**config.mk**
```make
export PLATFORM = sky130hd
export DESIGN_NAME = rate_detector
export DESIGN_NICKNAME = d
export VERILOG_FILES = /design/src/rtl/rate_det_pkg.sv /design/src/rtl/rate_detector_sync_edge.sv /design/src/rtl/rate_detector.sv
export SDC_FILE = /design/constraint.sdc
export NUM_CORES = 1
export LEC_CHECK = 0
export CAP_MARGIN = 30
export CELL_PAD_IN_SITES_DETAIL_PLACEMENT = 1
export CELL_PAD_IN_SITES_GLOBAL_PLACEMENT = 2
export CORE_ASPECT_RATIO = 1.25
export CORE_UTILIZATION = 39
export CTS_BUF_LIST = sky130_fd_sc_hd__clkbuf_8 sky130_fd_sc_hd__clkbuf_16
export DETAILED_ROUTE_END_ITERATION = 16
export GPL_ROUTABILITY_DRIVEN = 1
export GPL_TIMING_DRIVEN = 1
export PLACE_DENSITY = 0.86
export SLEW_MARGIN = 20
export SYNTH_ARGS = -nofsm -noshare
export SYNTH_HDL_FRONTEND = slang
export SYNTH_SLANG_ARGS = --single-unit
```
**constraint.sdc**
```tcl
create_clock -name i_clk -period 5.35 [get_ports i_clk]
set_clock_uncertainty 0.15 [all_clocks]
set_input_delay 0.535 -clock i_clk [delete_from_list [all_inputs] [get_ports i_clk]]
set_output_delay 0.535 -clock i_clk [all_outputs]
set_load 0.05 [all_outputs]
```
**src/rtl/rate_det_pkg.sv**
```systemverilog
// Shared definitions for the rate detector.
//   state_t       FSM state encoding (IDLE, MEASURE, LOCKED)
//   RATE_*        2-bit rate codes, 00 = slowest (N_0) .. 11 = fastest (N_3)
//   nominal()     nominal half-period N_k = 2^(base_log2+3-k) in clock cycles
//   tolerance()   allowed deviation N_k/8
//   lowBound()    smallest half-period accepted for class k
//   highBound()   largest half-period accepted for class k
package rate_det_pkg;

  typedef enum logic [1:0] {
    ST_IDLE    = 2'd0,
    ST_MEASURE = 2'd1,
    ST_LOCKED  = 2'd2
  } state_t;

  localparam logic [1:0] RATE_N0 = 2'b00;
  localparam logic [1:0] RATE_N1 = 2'b01;
  localparam logic [1:0] RATE_N2 = 2'b10;
  localparam logic [1:0] RATE_N3 = 2'b11;

  function automatic int nominal(input int base_log2, input int k);
    return 1 << (base_log2 + 3 - k);
  endfunction

  function automatic int tolerance(input int base_log2, input int k);
    return nominal(base_log2, k) >> 3;
  endfunction

  function automatic int lowBound(input int base_log2, input int k);
    return nominal(base_log2, k) - tolerance(base_log2, k);
  endfunction

  function automatic int highBound(input int base_log2, input int k);
    return nominal(base_log2, k) + tolerance(base_log2, k);
  endfunction

endpackage

```
**src/rtl/rate_detector_sync_edge.sv**
```systemverilog
// sync_edge: brings the slow asynchronous square wave into the clock domain
// and flags every transition of either polarity.
//   i_clk    system clock
//   i_rst_n  asynchronous active-low reset, clears all flops to 0
//   i_async  asynchronous input level
//   o_edge   high for one cycle after the synchronized level changes
module sync_edge (
  input  logic i_clk,
  input  logic i_rst_n,
  input  logic i_async,
  output logic o_edge
);

  logic r_meta;
  logic r_sync;
  logic r_prev;

  // Two-flop synchronizer followed by one more flop holding the previous
  // synchronized level, so the edge flag never looks at a metastable value.
  always_ff @(posedge i_clk or negedge i_rst_n) begin
    if (!i_rst_n) begin
      r_meta <= 1'b0;
      r_sync <= 1'b0;
      r_prev <= 1'b0;
    end else begin
      r_meta <= i_async;
      r_sync <= r_meta;
      r_prev <= r_sync;
    end
  end

  assign o_edge = r_sync ^ r_prev;

endmodule

```
**src/rtl/rate_detector.sv**
```systemverilog
// rate_detector: measures the half-period of a slow square wave and locks
// onto one of four nominal speed classes once two consecutive half-periods
// agree.
//   i_clk         system clock
//   i_rst_n       asynchronous active-low reset
//   i_in_clk      slow square wave, asynchronous to i_clk
//   o_rate        recovered speed class, 00 slowest .. 11 fastest
//   o_rate_valid  high while locked
//   o_err         one-cycle pulse on a rejected measurement, unlock or timeout
module rate_detector
  import rate_det_pkg::*;
#(
  parameter int BASE_LOG2 = 22
) (
  input  logic       i_clk,
  input  logic       i_rst_n,
  input  logic       i_in_clk,
  output logic [1:0] o_rate,
  output logic       o_rate_valid,
  output logic       o_err
);

  localparam int W = BASE_LOG2 + 5;
  localparam logic [W-1:0] TMO = W'(2 * nominal(BASE_LOG2, 0));

  logic         w_edge;
  logic [W-1:0] w_measured;
  logic         w_timeout;
  logic [3:0]   w_match;
  logic         w_class_valid;
  logic [1:0]   w_class;

  logic [W-1:0] r_run_cnt;
  state_t       r_state;
  logic [1:0]   r_rate;
  logic         r_rate_valid;
  logic         r_err;
  logic [1:0]   r_cand;
  logic         r_cand_valid;

  state_t       w_state_nxt;
  logic [1:0]   w_rate_nxt;
  logic         w_rate_valid_nxt;
  logic         w_err_nxt;
  logic [1:0]   w_cand_nxt;
  logic         w_cand_valid_nxt;

  sync_edge u_sync_edge (
    .i_clk   (i_clk),
    .i_rst_n (i_rst_n),
    .i_async (i_in_clk),
    .o_edge  (w_edge)
  );

  // Cycles since the last edge; saturates so a dead input cannot wrap
  // around into a plausible-looking measurement.
  always_ff @(posedge i_clk or negedge i_rst_n) begin
    if (!i_rst_n) begin
      r_run_cnt <= '0;
    end else if (w_edge) begin
      r_run_cnt <= '0;
    end else if (r_run_cnt != TMO) begin
      r_run_cnt <= r_run_cnt + W'(1);
    end
  end

  // The edge cycle itself counts, hence the +1.
  assign w_measured = r_run_cnt + W'(1);
  assign w_timeout  = (r_run_cnt == TMO);

  // Tolerance windows are disjoint, so at most one bit of w_match is set.
  for (genvar k = 0; k < 4; k++) begin : g_class
    localparam logic [W-1:0] LO = W'(lowBound(BASE_LOG2, k));
    localparam logic [W-1:0] HI = W'(highBound(BASE_LOG2, k));
    assign w_match[k] = (w_measured >= LO) && (w_measured <= HI);
  end

  always_comb begin
    w_class_valid = |w_match;
    w_class       = RATE_N0;
    if (w_match[1]) w_class = RATE_N1;
    if (w_match[2]) w_class = RATE_N2;
    if (w_match[3]) w_class = RATE_N3;
  end

  // Lock state machine; an edge takes precedence over a coincident timeout.
  always_comb begin
    w_state_nxt      = r_state;
    w_rate_nxt       = r_rate;
    w_rate_valid_nxt = r_rate_valid;
    w_err_nxt        = 1'b0;
    w_cand_nxt       = r_cand;
    w_cand_valid_nxt = r_cand_valid;
    case (r_state)
      ST_IDLE: begin
        if (w_edge) begin
          w_state_nxt      = ST_MEASURE;
          w_cand_valid_nxt = 1'b0;
        end
      end
      ST_MEASURE: begin
        if (w_edge) begin
          if (w_class_valid) begin
            if (r_cand_valid && (r_cand == w_class)) begin
              w_state_nxt      = ST_LOCKED;
              w_rate_nxt       = w_class;
              w_rate_valid_nxt = 1'b1;
            end else begin
              w_cand_nxt       = w_class;
              w_cand_valid_nxt = 1'b1;
            end
          end else begin
            w_err_nxt        = 1'b1;
            w_cand_valid_nxt = 1'b0;
          end
        end else if (w_timeout) begin
          w_state_nxt      = ST_IDLE;
          w_rate_valid_nxt = 1'b0;
          w_err_nxt        = 1'b1;
          w_cand_valid_nxt = 1'b0;
        end
      end
      ST_LOCKED: begin
        if (w_edge) begin
          if (!(w_class_valid && (w_class == r_rate))) begin
            w_state_nxt      = ST_MEASURE;
            w_rate_valid_nxt = 1'b0;
            w_err_nxt        = 1'b1;
            w_cand_nxt       = w_class;
            w_cand_valid_nxt = w_class_valid;
          end
        end else if (w_timeout) begin
          w_state_nxt      = ST_IDLE;
          w_rate_valid_nxt = 1'b0;
          w_err_nxt        = 1'b1;
          w_cand_valid_nxt = 1'b0;
        end
      end
      default: begin
        w_state_nxt      = ST_IDLE;
        w_rate_valid_nxt = 1'b0;
        w_cand_valid_nxt = 1'b0;
      end
    endcase
  end

  always_ff @(posedge i_clk or negedge i_rst_n) begin
    if (!i_rst_n) begin
      r_state      <= ST_IDLE;
      r_rate       <= RATE_N0;
      r_rate_valid <= 1'b0;
      r_err        <= 1'b0;
      r_cand       <= RATE_N0;
      r_cand_valid <= 1'b0;
    end else begin
      r_state      <= w_state_nxt;
      r_rate       <= w_rate_nxt;
      r_rate_valid <= w_rate_valid_nxt;
      r_err        <= w_err_nxt;
      r_cand       <= w_cand_nxt;
      r_cand_valid <= w_cand_valid_nxt;
    end
  end

  assign o_rate       = r_rate;
  assign o_rate_valid = r_rate_valid;
  assign o_err        = r_err;

endmodule

```
==> results.cfg <==
; implementation run metrics
[finish]
logic_area_sq_mm = 0.00201
final_layout_size_suffix_gt1_share_pct = 9.67
antenna-diode-count = 0

[drt]
detailroute.wirelength.met3_microns = 322
route.detailed.drc = 0
detailedRoute.firstPassIterationCount = 4
route.antenna.remaining_nets = 0
initial_detailed_routing_violation_count = 127

[clock_tree]
cts_htree_levels = 2
cts_root_buf = sky130_fd_sc_hd__clkbuf_8
cts_hold_buf = 0

[place]
buffer_ports.inserted = 6
placement.setup.worst_slack_ns = 0.812
gp_routability_congestion = 0.892

[logic_synthesis]
net_count_after_synthesis = 374
simple_gate_share_pct = 35.1
yosys.stat.seqShare_pct = 31.2
ys_sh_aoi_pct = 16.1
ys_dominant_reg_cell = sky130_fd_sc_hd__dfrtp_1
synth_top_cells_by_count = sky130_fd_sc_hd__nor2_1 (46), sky130_fd_sc_hd__dfrtp_1 (39), sky130_fd_sc_hd__nand3_1 (21)
yosysWarnings = 0
yosys_cells = 364
synthCells = 364
top_cells_by_area = sky130_fd_sc_hd__dfrtp_1 (31%), sky130_fd_sc_hd__nor2_1 (5.5%), sky130_fd_sc_hd__xnor2_1 (3.9%)
synthesis.area_per_instance_sq_um = 8.60
synthArstFlopShare_pct = 100
synth_largest_type_area_fraction_pct = 31.2
synth.area.mux_share_pct = 3.12
synth-edff-count = 0
top_logic_kind = simple AND/OR/NAND/NOR gates

[run]
warnings = 31

[run_status]
outcome = finished, final reports clean

[die]
rows = 36

[grt]
grt_util_all_layers_pct = 23.7
global_route_wire_length_before_repair_microns = 14800

[timing]
final-hold-violation-count = 0
fmaxAchievable_mhz = 219
setup-violations-final = 0

[critical_path]
critical_path.max_fanout = 10
required_ns = 5.40

[worst_hold_path]
holdCritPathClass = reg2reg

[pwr]
netSwitchingFraction_pct = 35.6
power_leakage_nw = 1.27
-- layer usage --
layer / GRT usage [%] / vias up
met1: 30.2 / 1420
met5: 0 / -
met3: 3.48 / 16
li1: - / 1361
met4: 8.77 / 0
met2: 40.1 / 53
-- critical path, stage by stage (launching register included) --
cell                       delay, ns
sky130_fd_sc_hd__dfrtp_1        0.54
sky130_fd_sc_hd__ha_1           0.34
sky130_fd_sc_hd__and4_1         0.35
sky130_fd_sc_hd__nand4_2        0.27
sky130_fd_sc_hd__nor4_1         0.73
sky130_fd_sc_hd__nor2_2         0.22
sky130_fd_sc_hd__and3_1         0.23
sky130_fd_sc_hd__o21ai_1        0.30
sky130_fd_sc_hd__nand4_1        0.16
sky130_fd_sc_hd__o221a_2        0.31
sky130_fd_sc_hd__a21bo_1        0.22
sky130_fd_sc_hd__a311oi_1       0.30
sky130_fd_sc_hd__mux2_1         0.34
-- area by class of cell --
type	instances	area share, %
repair buffers	10	3.00
clock inverters	3	0.713
flip-flops and latches	39	29.3
well taps	95	3.57
inverters	10	1.13
multi-input cells	295	60.2
clock buffers	5	2.07
-- worst paths after layout --
kind,startpoint,slack (ns),depth (start not counted),endpoint
worst max-delay path,r_run_cnt[0],0.78,12,o_rate_valid
worst min-delay path,u_sync_edge.r_meta,0.21,0,u_sync_edge.r_sync
worst max register to register,r_run_cnt[0],0.78,12,o_rate_valid
worst min register to register,u_sync_edge.r_meta,0.21,0,u_sync_edge.r_sync
max in group asynchronous,i_rst_n,4.11,3,r_state[1]
min in group asynchronous,i_rst_n,0.49,2,r_run_cnt[12]
-- power by group through the flow --
stage	combinational [W]	sequential (W)	clock [W]
finish	0.000187	0.000332	0.000219
global route	0.000207	0.000335	0.000232
CTS	0.000186	0.000332	0.000224
detailed placement	0.000184	0.000338	0
global placement	0.000182	0.000336	0
floorplan	0.000119	0.000347	0
-- registers in the layout, summed over array words and instances, names as in the netlist --
name                flops
o_err                   1
o_rate                  2
o_rate_valid            1
r_cand                  2
r_cand_valid            1
r_run_cnt              27
r_state                 2
u_sync_edge.r_meta      1
u_sync_edge.r_prev      1
u_sync_edge.r_sync      1
-- metrics by stage --
step	util [%]	hold WS (ns)	instances	total power, W
after detailed placement	41.2	0.188	447	0.000522
final	42.8	0.210	457	0.000737
after floorplan	-	0.0894	364	0.000466
after CTS	42.4	0.218	455	0.000742
after global routing	42.8	0.221	457	0.000774
after global placement	41.2	0.195	447	0.000518
-- layout by cell type, fill, tap and decap left out, types with 9 or more instances in the layout --
cell type                 instances
sky130_fd_sc_hd__nand3_1         21
sky130_fd_sc_hd__and3_1           9
sky130_fd_sc_hd__dfrtp_1         39
sky130_fd_sc_hd__nand4_1         11
sky130_fd_sc_hd__nor2_1          46
sky130_fd_sc_hd__nor3_1          16
sky130_fd_sc_hd__nor4_1          15
sky130_fd_sc_hd__xnor2_1         14
sky130_fd_sc_hd__inv_1           10
sky130_fd_sc_hd__nand2_1         20
sky130_fd_sc_hd__a21oi_1         12
-- kinds of logic after synthesis --
group                    count (synthesis)
AND/OR/NAND/NOR                        189
buffers and inverters                   30
AND-OR/OR-AND                           67
XOR/XNOR                                23
adder cells (fa/ha/maj)                  7
flip-flops                              39
multiplexers                             9
metal_density.png
The die is cut into 16 by 20 equal tiles; black is low, pale yellow is high, scaled to the fullest tile. Values are wire area over tile area, all layers added.
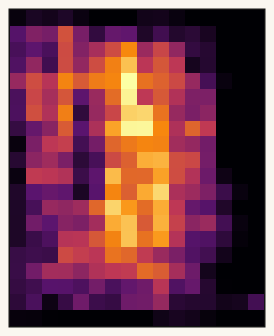
The fullest tile reaches 0.53. The emptiest ninth of the die: top right. The densest ninth of the die: middle. 20% of the tiles are nearly empty. The mean over all tiles is 0.17.

clk_routes.png
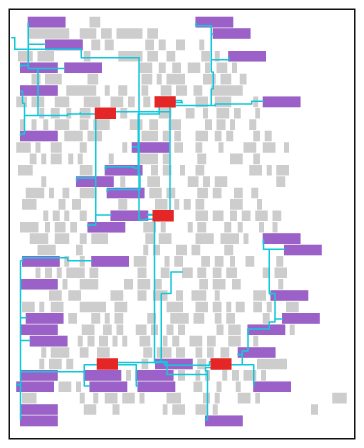
flip-flops: shown in purple, count 39. clock drivers: shown in red, count 5. clock wires: shown in cyan, length 639 microns.
Position of the flops: all over the die. There are 6 routed clock nets.
clk pwr: 0.000219 W
clock network fraction of total power: 29.7%
clock network latency to the later pin of the worst-skew pair: 0.32 ns

detail.png
The bar under the picture is 10 microns long. Region (29, 18) to (54, 43) microns. Cells in grey, sequential cells in the stronger grey; small squares are vias.
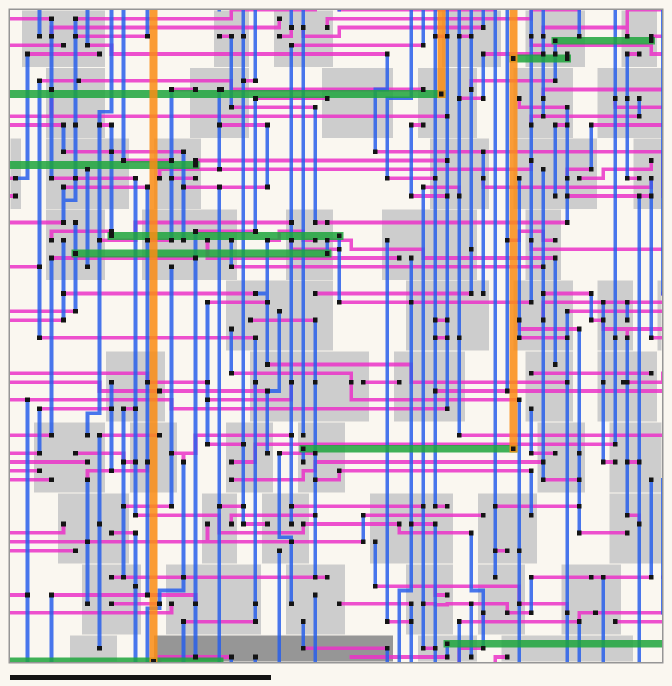
metal 2: shown in blue. metal 4: shown in orange. metal 1: shown in magenta. metal 3: shown in green.
Sequential cells in the window: 0. 48 logic cells have their middle in the window. Most frequent: nor4_1 (5), nand3_1 (4).

logic_types.png
The bar under the picture is 20 microns long.
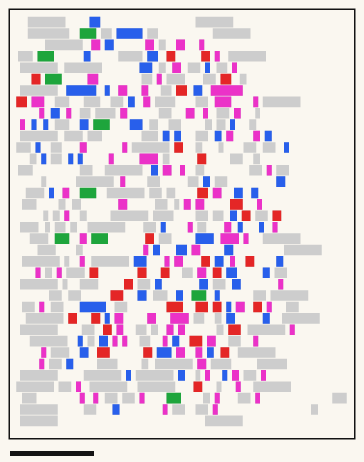
NOR gates: shown in magenta, cells 88, most used nor2_1. multiplexers: shown in green, cells 9, most used mux2_1. AND and OR gates: shown in red, cells 34, most used and3_1. NAND gates: shown in blue, cells 67, most used nand3_1.
fraction of area in multi-input gates: 60.2%
final cell count without fillers: 457
most common cell after layout, fill and taps aside: sky130_fd_sc_hd__nor2_1

Power and IR drop assume default switching activity.
